==> config.mk <==
export PLATFORM = sky130hd
export DESIGN_NAME = corr_slot_timer
export DESIGN_NICKNAME = d
export VERILOG_FILES = /design/src/rtl/corr_slot_timer.sv
export SDC_FILE = /design/constraint.sdc
export NUM_CORES = 1
export LEC_CHECK = 0
export ABC_AREA = 1
export CORE_MARGIN = 1
export CORE_UTILIZATION = 53
export DETAILED_ROUTE_END_ITERATION = 7
export PLACE_DENSITY = 0.77
export SLEW_MARGIN = 20
export SYNTH_ARGS = -nofsm -noshare
export SYNTH_HDL_FRONTEND = slang
export SYNTH_SLANG_ARGS = --single-unit
export TNS_END_PERCENT = 20
==> constraint.sdc <==
create_clock -name clk_6M -period 1.81 [get_ports clk_6M]
set_clock_uncertainty 0.05 [all_clocks]
set_input_delay 0.362 -clock clk_6M [delete_from_list [all_inputs] [get_ports clk_6M]]
set_output_delay 0.362 -clock clk_6M [all_outputs]
set_load 0.01 [all_outputs]
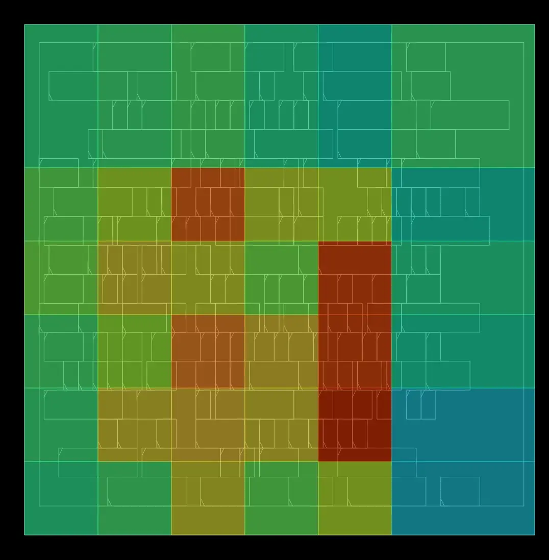
final_congestion.png
GRT met1 Usage: 25.57%
Avg WL per Cell: 10.48 microns
GR Util met3: 7.170%

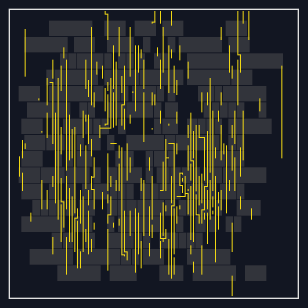
met2.png
Scale: 6 px per micron. Cells faint in the background.
longest straight run: 23.5 microns
share of all routed wire: 47%
final wirelength: 2.065 mm
Vias: 951
met2 GRT Util: 33.51%

==> Changelog: implementation <==
## Implementation

- Crit-path leading delay family: buffers and inverters
- IO Count: 15
- Worst slew pin tran: between 0.2 and 0.3 ns
- Synth Instances: around 150
- Post-Synth Adder-Cell Area: a little under 8%
- Reg2Reg Setup Slack: just over 0.3 ns
- Share of cells above drive strength 1: roughly 14%
- Fin nets: 183
- CP max FO: 5
- Yosys warning count: 0
- VDD IR-drop max: 411.9 uV
- Detail Placement HPWL: around 1.7 mm
- Global-route wire length before repair: ~3.3 mm
- Log Warnings: 31
- Critical Path Sink Type: primary output
- Congestion Overflow GR: 0
- WP data required: 1.40 ns
- Status: finished, final reports clean
- Residual DRC count: 0
- DRT antenna net count: 0
- Hold path cells: 2
- Register area share after synthesis: between 30% and 40%
- Initial antenna violation count: 0
[power by group]
part / internal (mW) / leakage, nW / switching, mW
clock network: 0.0859 / 0.0150 / 0.139
logic: 0.0237 / 0.339 / 0.0330
registers: 0.468 / 0.170 / 0.00816
[placed cells by master, fill, tap and decap left out]
master and count:
inv_1 22, xor2_1 3, nand2_2 1, clkbuf_1 1
nor2_4 6, nor2_2 2, nor3_1 4, o21ai_1 3
o21ai_0 2, clkdlybuf4s50_1 14, a21oi_1 8, dfxtp_1 21
nand2_1 26, ha_1 7, clkbuf_4 3, inv_2 7
buf_4 2, nand4_1 4, nor3b_1 1, nand3_2 2
nand3_1 6, nand3_4 1, xnor2_1 1, nor2_1 23
[metal layers]
metal | GRT usage (%) | vias to the layer above | part of all wire, %
met5 | 0 | - | 0
met4 | 4.444 | 0 | 0.48
met3 | 7.170 | 2 | 4.5
met2 | 33.51 | 23 | 47
met1 | 25.57 | 420 | 48
li1 | - | 506 | -
[per-stage QoR]
stage          area, sq um  setup WS (ns)  util (%)  instances  setup TNS [ns]
6_report              1323         0.1233     66.73        197               0
5_1_grt               1323        0.03771     66.73        197               0
4_1_cts               1323         0.1116     66.73        197               0
3_5_place_dp          1296      -0.003098     65.40        193       -0.004104
3_3_place_gp          1296        0.04796     65.40        193               0
2_1_floorplan         1119         0.4899         -        151               0
[final cells by class]
class	count	area [sq um]	share of cell area, %
multi-input cells	100	578.1	43.71
flip-flops and latches	21	420.4	31.79
repair buffers	16	155.1	11.73
inverters	29	108.9	8.231
well taps	27	33.78	2.554
clock buffers	4	26.28	1.987
[logic make-up (layout without fill, tap and decap cells)]
kind of cell,Yosys count,in the layout
simple gates,76,76
compound gates,13,13
xor+xnor,4,4
fa+ha+maj,7,7
flops,21,21
buf+inv,30,49
No activity file was given, so power comes from the tool's default toggle rates.
